===== config.mk =====
export PLATFORM = sky130hd
export DESIGN_NAME = chi_squared_gof
export DESIGN_NICKNAME = d
export VERILOG_FILES = /design/src/rtl/chi_sq_pkg.sv /design/src/rtl/seq_divider.sv /design/src/rtl/chi_squared_gof.sv
export SDC_FILE = /design/constraint.sdc
export NUM_CORES = 1
export LEC_CHECK = 0
export ABC_AREA = 1
export CAP_MARGIN = 20
export CELL_PAD_IN_SITES_DETAIL_PLACEMENT = 1
export CELL_PAD_IN_SITES_GLOBAL_PLACEMENT = 2
export CORE_MARGIN = 3
export CORE_UTILIZATION = 33
export CTS_BUF_LIST = sky130_fd_sc_hd__clkbuf_8 sky130_fd_sc_hd__clkbuf_16
export CTS_CLUSTER_DIAMETER = 120
export DETAILED_ROUTE_END_ITERATION = 8
export PLACE_DENSITY = 0.82
export RECOVER_POWER = 50
export SLEW_MARGIN = 20
export SYNTH_ARGS = -nofsm -noshare
export SYNTH_HDL_FRONTEND = slang
export SYNTH_SLANG_ARGS = --single-unit

===== constraint.sdc =====
create_clock -name clk -period 7.22 [get_ports clk]
set_clock_uncertainty 0.15 [all_clocks]
set_input_delay 1.444 -clock clk [delete_from_list [all_inputs] [get_ports clk]]
set_output_delay 1.444 -clock clk [all_outputs]
set_load 0.005 [all_outputs]

===== src/rtl/chi_sq_pkg.sv =====
// Shared types and width helpers for the chi-squared goodness-of-fit engine.
package chi_sq_pkg;

    typedef enum logic [2:0] {
        IDLE   = 3'd0,
        ACCEPT = 3'd1,
        DIFF   = 3'd2,
        SQUARE = 3'd3,
        DIVIDE = 3'd4,
        ACCUM  = 3'd5,
        DONE   = 3'd6
    } state_t;

    function automatic int max_w(input int a, input int b);
        return (a > b) ? a : b;
    endfunction

endpackage


===== src/rtl/seq_divider.sv =====
// Restoring unsigned divider: one quotient bit per cycle, done pulses NUM_W+1
// cycles after start. The remainder is kept only as working state.
module seq_divider #(
    parameter int NUM_W = 32,
    parameter int DEN_W = 16
) (
    input  logic             clk,
    input  logic             rst,
    input  logic             start,
    input  logic [NUM_W-1:0] num,
    input  logic [DEN_W-1:0] den,
    output logic [NUM_W-1:0] quo,
    output logic             done
);

    localparam int CNT_W = $clog2(NUM_W + 1);

    logic [NUM_W-1:0] quo_r;
    logic [DEN_W-1:0] rem_r;
    logic [DEN_W-1:0] den_r;
    logic [CNT_W-1:0] cnt_r;
    logic             run_r;
    logic             done_r;
    logic [DEN_W:0]   rem_shift_s;
    logic [DEN_W:0]   rem_sub_s;
    logic             fits_s;

    // Trial subtraction; a clear borrow bit means the divisor fits.
    always_comb begin
        rem_shift_s = {rem_r, quo_r[NUM_W-1]};
        rem_sub_s   = rem_shift_s - {1'b0, den_r};
        fits_s      = ~rem_sub_s[DEN_W];
    end

    // Load on start, then shift one dividend bit per cycle into the quotient.
    always_ff @(posedge clk or posedge rst) begin
        if (rst) begin
            quo_r  <= {NUM_W{1'b0}};
            rem_r  <= {DEN_W{1'b0}};
            den_r  <= {DEN_W{1'b0}};
            cnt_r  <= {CNT_W{1'b0}};
            run_r  <= 1'b0;
            done_r <= 1'b0;
        end else begin
            done_r <= 1'b0;
            if (start) begin
                quo_r <= num;
                rem_r <= {DEN_W{1'b0}};
                den_r <= den;
                cnt_r <= CNT_W'(NUM_W);
                run_r <= 1'b1;
            end else if (run_r) begin
                quo_r <= {quo_r[NUM_W-2:0], fits_s};
                rem_r <= fits_s ? rem_sub_s[DEN_W-1:0] : rem_shift_s[DEN_W-1:0];
                cnt_r <= cnt_r - CNT_W'(32'd1);
                if (cnt_r == CNT_W'(32'd1)) begin
                    run_r  <= 1'b0;
                    done_r <= 1'b1;
                end
            end
        end
    end

    assign quo  = quo_r;
    assign done = done_r;

endmodule


===== src/rtl/chi_squared_gof.sv =====
// Chi-squared goodness-of-fit engine: accumulates sum((O-E)^2/E) over NUM_BINS
// streamed bins with saturation, then compares against a run-time critical value.
module chi_squared_gof
    import chi_sq_pkg::*;
#(
    parameter int NUM_BINS = 6,
    parameter int OBS_W    = 16,
    parameter int EXP_W    = 16,
    parameter int ACC_W    = 32
) (
    input  logic             clk,
    input  logic             rst,
    input  logic             start,
    input  logic [ACC_W-1:0] crit_val,
    input  logic             bin_valid,
    output logic             bin_ready,
    input  logic [OBS_W-1:0] obs_in,
    input  logic [EXP_W-1:0] exp_in,
    output logic             busy,
    output logic [ACC_W-1:0] chi_out,
    output logic             result_valid,
    output logic             reject,
    output logic             sat,
    output logic             zero_err
);

    localparam int W     = max_w(OBS_W, EXP_W);
    localparam int NUM_W = 2 * W;
    localparam int CNT_W = (NUM_BINS > 2) ? $clog2(NUM_BINS) : 1;
    localparam int SUM_W = max_w(NUM_W, ACC_W) + 1;
    localparam logic [CNT_W-1:0] LAST_BIN = CNT_W'(NUM_BINS - 1);
    localparam logic [SUM_W-1:0] ACC_MAX  = SUM_W'({ACC_W{1'b1}});

    state_t           state_r;
    logic [CNT_W-1:0] bin_cnt_r;
    logic [ACC_W-1:0] crit_r;
    logic [W-1:0]     obs_r;
    logic [W-1:0]     exp_r;
    logic [W-1:0]     d_r;
    logic [NUM_W-1:0] q_r;
    logic [ACC_W-1:0] chi_r;
    logic             reject_r;
    logic             sat_r;
    logic             zero_err_r;
    logic             result_valid_r;
    logic             busy_r;
    logic             bin_ready_r;

    logic [NUM_W-1:0] sq_s;
    logic             div_start_s;
    logic [NUM_W-1:0] div_quo_s;
    logic             div_done_s;
    logic [SUM_W-1:0] sum_s;
    logic             over_s;
    logic [ACC_W-1:0] acc_next_s;

    // The square feeds the divider directly so DIVIDE is exactly NUM_W+1 cycles.
    always_comb begin
        sq_s        = {{W{1'b0}}, d_r} * {{W{1'b0}}, d_r};
        div_start_s = (state_r == SQUARE);
        sum_s       = SUM_W'(chi_r) + SUM_W'(q_r);
        over_s      = (sum_s > ACC_MAX);
        acc_next_s  = over_s ? {ACC_W{1'b1}} : sum_s[ACC_W-1:0];
    end

    seq_divider #(
        .NUM_W (NUM_W),
        .DEN_W (W)
    ) u_div (
        .clk   (clk),
        .rst   (rst),
        .start (div_start_s),
        .num   (sq_s),
        .den   (exp_r),
        .quo   (div_quo_s),
        .done  (div_done_s)
    );

    // Test sequencing FSM with registered handshake, status and result outputs.
    always_ff @(posedge clk or posedge rst) begin
        if (rst) begin
            state_r        <= IDLE;
            bin_cnt_r      <= {CNT_W{1'b0}};
            crit_r         <= {ACC_W{1'b0}};
            obs_r          <= {W{1'b0}};
            exp_r          <= {W{1'b0}};
            d_r            <= {W{1'b0}};
            q_r            <= {NUM_W{1'b0}};
            chi_r          <= {ACC_W{1'b0}};
            reject_r       <= 1'b0;
            sat_r          <= 1'b0;
            zero_err_r     <= 1'b0;
            result_valid_r <= 1'b0;
            busy_r         <= 1'b0;
            bin_ready_r    <= 1'b0;
        end else begin
            result_valid_r <= 1'b0;
            case (state_r)
                IDLE: begin
                    if (start) begin
                        chi_r       <= {ACC_W{1'b0}};
                        reject_r    <= 1'b0;
                        sat_r       <= 1'b0;
                        zero_err_r  <= 1'b0;
                        crit_r      <= crit_val;
                        bin_cnt_r   <= {CNT_W{1'b0}};
                        busy_r      <= 1'b1;
                        bin_ready_r <= 1'b1;
                        state_r     <= ACCEPT;
                    end
                end
                ACCEPT: begin
                    if (bin_valid && bin_ready_r) begin
                        obs_r       <= W'(obs_in);
                        exp_r       <= W'(exp_in);
                        bin_ready_r <= 1'b0;
                        state_r     <= DIFF;
                    end
                end
                DIFF: begin
                    d_r     <= (obs_r >= exp_r) ? (obs_r - exp_r) : (exp_r - obs_r);
                    state_r <= SQUARE;
                end
                SQUARE: begin
                    state_r <= DIVIDE;
                end
                DIVIDE: begin
                    // E==0 still waits out the divider so every bin costs the same.
                    if (div_done_s) begin
                        if (exp_r == {W{1'b0}}) begin
                            q_r        <= {NUM_W{1'b0}};
                            zero_err_r <= 1'b1;
                        end else begin
                            q_r <= div_quo_s;
                        end
                        state_r <= ACCUM;
                    end
                end
                ACCUM: begin
                    chi_r <= acc_next_s;
                    if (over_s) begin
                        sat_r <= 1'b1;
                    end
                    if (bin_cnt_r == LAST_BIN) begin
                        result_valid_r <= 1'b1;
                        reject_r       <= (acc_next_s > crit_r);
                        state_r        <= DONE;
                    end else begin
                        bin_cnt_r   <= bin_cnt_r + CNT_W'(32'd1);
                        bin_ready_r <= 1'b1;
                        state_r     <= ACCEPT;
                    end
                end
                DONE: begin
                    busy_r  <= 1'b0;
                    state_r <= IDLE;
                end
                default: begin
                    busy_r      <= 1'b0;
                    bin_ready_r <= 1'b0;
                    state_r     <= IDLE;
                end
            endcase
        end
    end

    assign bin_ready    = bin_ready_r;
    assign busy         = busy_r;
    assign chi_out      = chi_r;
    assign result_valid = result_valid_r;
    assign reject       = reject_r;
    assign sat          = sat_r;
    assign zero_err     = zero_err_r;

endmodule


==> images/met1.png <==
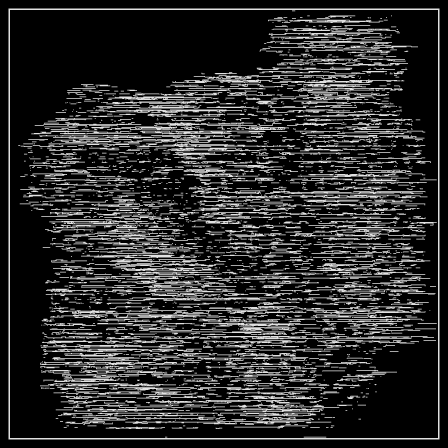
main direction	horizontal
longest straight run	63.0 µm
share of all routed wire	49%
wire length on this layer	34.3 mm
nets with wire on the layer	3,567

==> images/met2.png <==
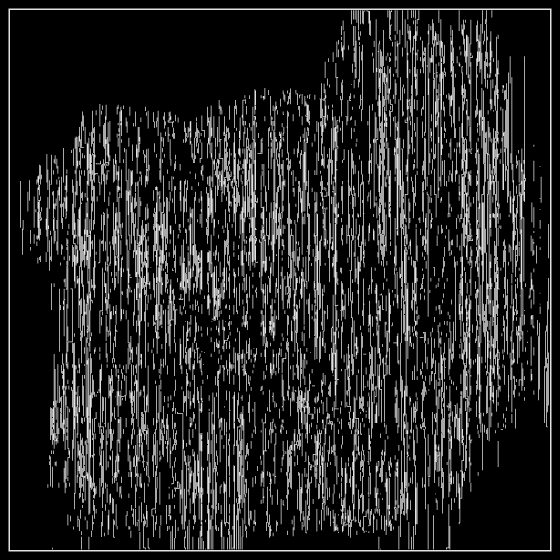
nets with wire on the layer	3,144
longest straight run	84.7 µm
main direction	vertical
wire length on this layer	33.3 mm

==> images/met3.png <==
Bar = 100 µm. Cells faint in the background.
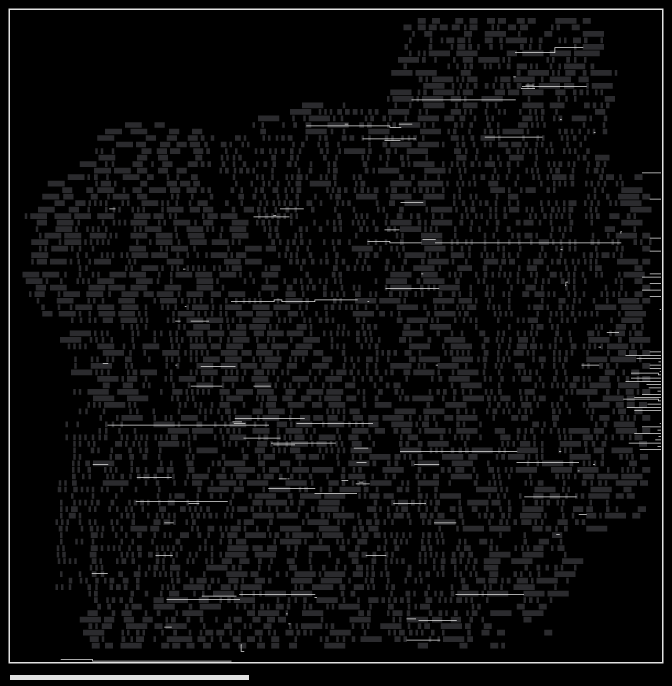
share of all routed wire	2.0%
main direction	horizontal

-- cell usage after synthesis, types with 5 or more instances --
cell type and instances:
a21oi_1 143, a21oi_2 5, and2_1 8, buf_2 28, clkbuf_1 55, dfrtp_1 228
fa_1 168, ha_1 213, inv_1 627, inv_2 21, nand2_1 1049, nand2_2 25
nand2_4 5, nand3_1 162, nand3_2 6, nand3_4 11, nand3b_1 24, nand4_1 30
nor2_1 177, nor2_2 5, nor2_4 7, nor3_1 21, o21a_1 6, o21ai_0 121
o21bai_1 9, o221ai_1 7, o22ai_1 14, xnor2_1 24, xor2_1 22
-- stage by stage --
step	utilization, %	instances
final	37.5	4278
after CTS	37.5	4278
after global placement	36.0	4225
after detailed placement	36.0	4225
after global routing	37.5	4278
after floorplan	-	3268
==> summary.txt <==
Results of the implementation run.

The run finished, with violations left. The final reports fail on capacitance limit, slew limit.

The cell family with the largest share of critical-path delay is adder cells. The logic depth of the worst setup path including buffers is 22. STA shows the worst min-delay path finishing at u_div.den_r[15]. In the global route stage, met2 resource usage came out at 33.3%. RePlAce ended its routability-driven mode at a weighted congestion of 0.860. The setup-violating endpoint count in the final report is 0. For reference, the top cells by area after synthesis are dfrtp_1, nand2_1, fa_1.

The number of non-clock buffers came out at 114. The aoi/oai-family share of the synthesized area is 7.47%. The cell area that synthesis handed to floorplanning was 23,400 µm². The final timing report lists a max-slew violation count of 301. The number of cells traversed by the worst register-to-register path came out at 22. The number of I/O port buffers came out at 105. The maximum level of the CTS H-tree is 1. The final layout contains routed wiring with a total length of 70.2 mm. The violation count after the first detailed-routing iteration is 817.

The instance area at placement is 25,300 µm². The class of the tightest hold or removal check is register to register.

The initial antenna violation count came out at 0. The worst setup path endpoint is u_div.quo[17]. The multiplexer fraction of the synthesized cell area came out at 0.0961%. The measured slew at the worst slew-check pin came out at 2.88 ns.

The width of the die came out at 272 µm. Entering global routing, the biggest net connects 154 pins. The sum of buffers and inverters on the critical path is 5. The total iterations of the first detailed-routing run is 5. The number of diodes added for antenna fixing is 0. Setup repair after global routing left no endpoint under its margin.

The multi-input logic area is 14,800 µm². The total die size came out at 74,200 µm². After layout, the worst setup slack is 0.974 ns. After synthesis, the netlist uses 52 different library cells. The pre-placement core utilization is 33.4%. The tally of max-capacitance violations is 6. In this run, synthesis produced a sequential element count of 228. At the worst endpoint, the arrival time is 6.54 ns. The later-pin clock latency in the skew report came out at 0.59 ns. The first global-routing pass estimated 117 mm of wire. Looking at hold timing, the worst path starts from exp_r[15].

In this run the post-CTS setup repair buffer count came out at 0. The number of instances in the synthesized netlist came out at 3,268. The required time at the worst endpoint is listed as 7.52 ns. The count of flip-flops with a built-in enable after synthesis came out at 0. The Yosys warning count is 0. The worst setup path is captured at a register. The clock distribution area overhead in the final layout is 3.95%. The mean routed wirelength per cell came out at 16.4 µm. The highest metal layer used by the detailed router is met4. The floorplan has 97 rows.

The multi-input logic cell count came out at 2,291. The clock tree buffer depth is 3. The cell count listed in synth_stat.txt came out at 3,268.

The endpoint of the most critical register-to-register path is u_div.quo[17]. OpenSTA lists the critical path startpoint as d_r[6]. The layout report lists the combined flip-flop and latch area as 5710 µm². The non-clock buffer share of cell area came out at 4.25%. The I/O pin total came out at 106.

In this run the biggest area consumer among cell types represents 24.4% of the synthesized area. According to the floorplan report, the die height is 272 µm. The length of routed met3 wiring is 1.43 mm. In the setup report, the worst path falls into the class register to register. The post-synthesis xor/xnor area fraction is 1.72%. Per the GRT log, the top usage layer is met2. The critical-path maximum fanout is 17. The met1 demand-to-capacity share in global routing came out at 26.8%. According to the tapcell log, the count of inserted taps is 940.

The layout summary lists the proportion of cells stronger than drive strength 1 as 4.22%. Summed over all failing endpoints, the final setup total negative slack is 0 ns. The element type at the critical path start is a register. The number of CTS-inserted buffers is 29.

The final sequential cell count is 228. The simple-gate portion of the synthesized area came out at 28.2%.
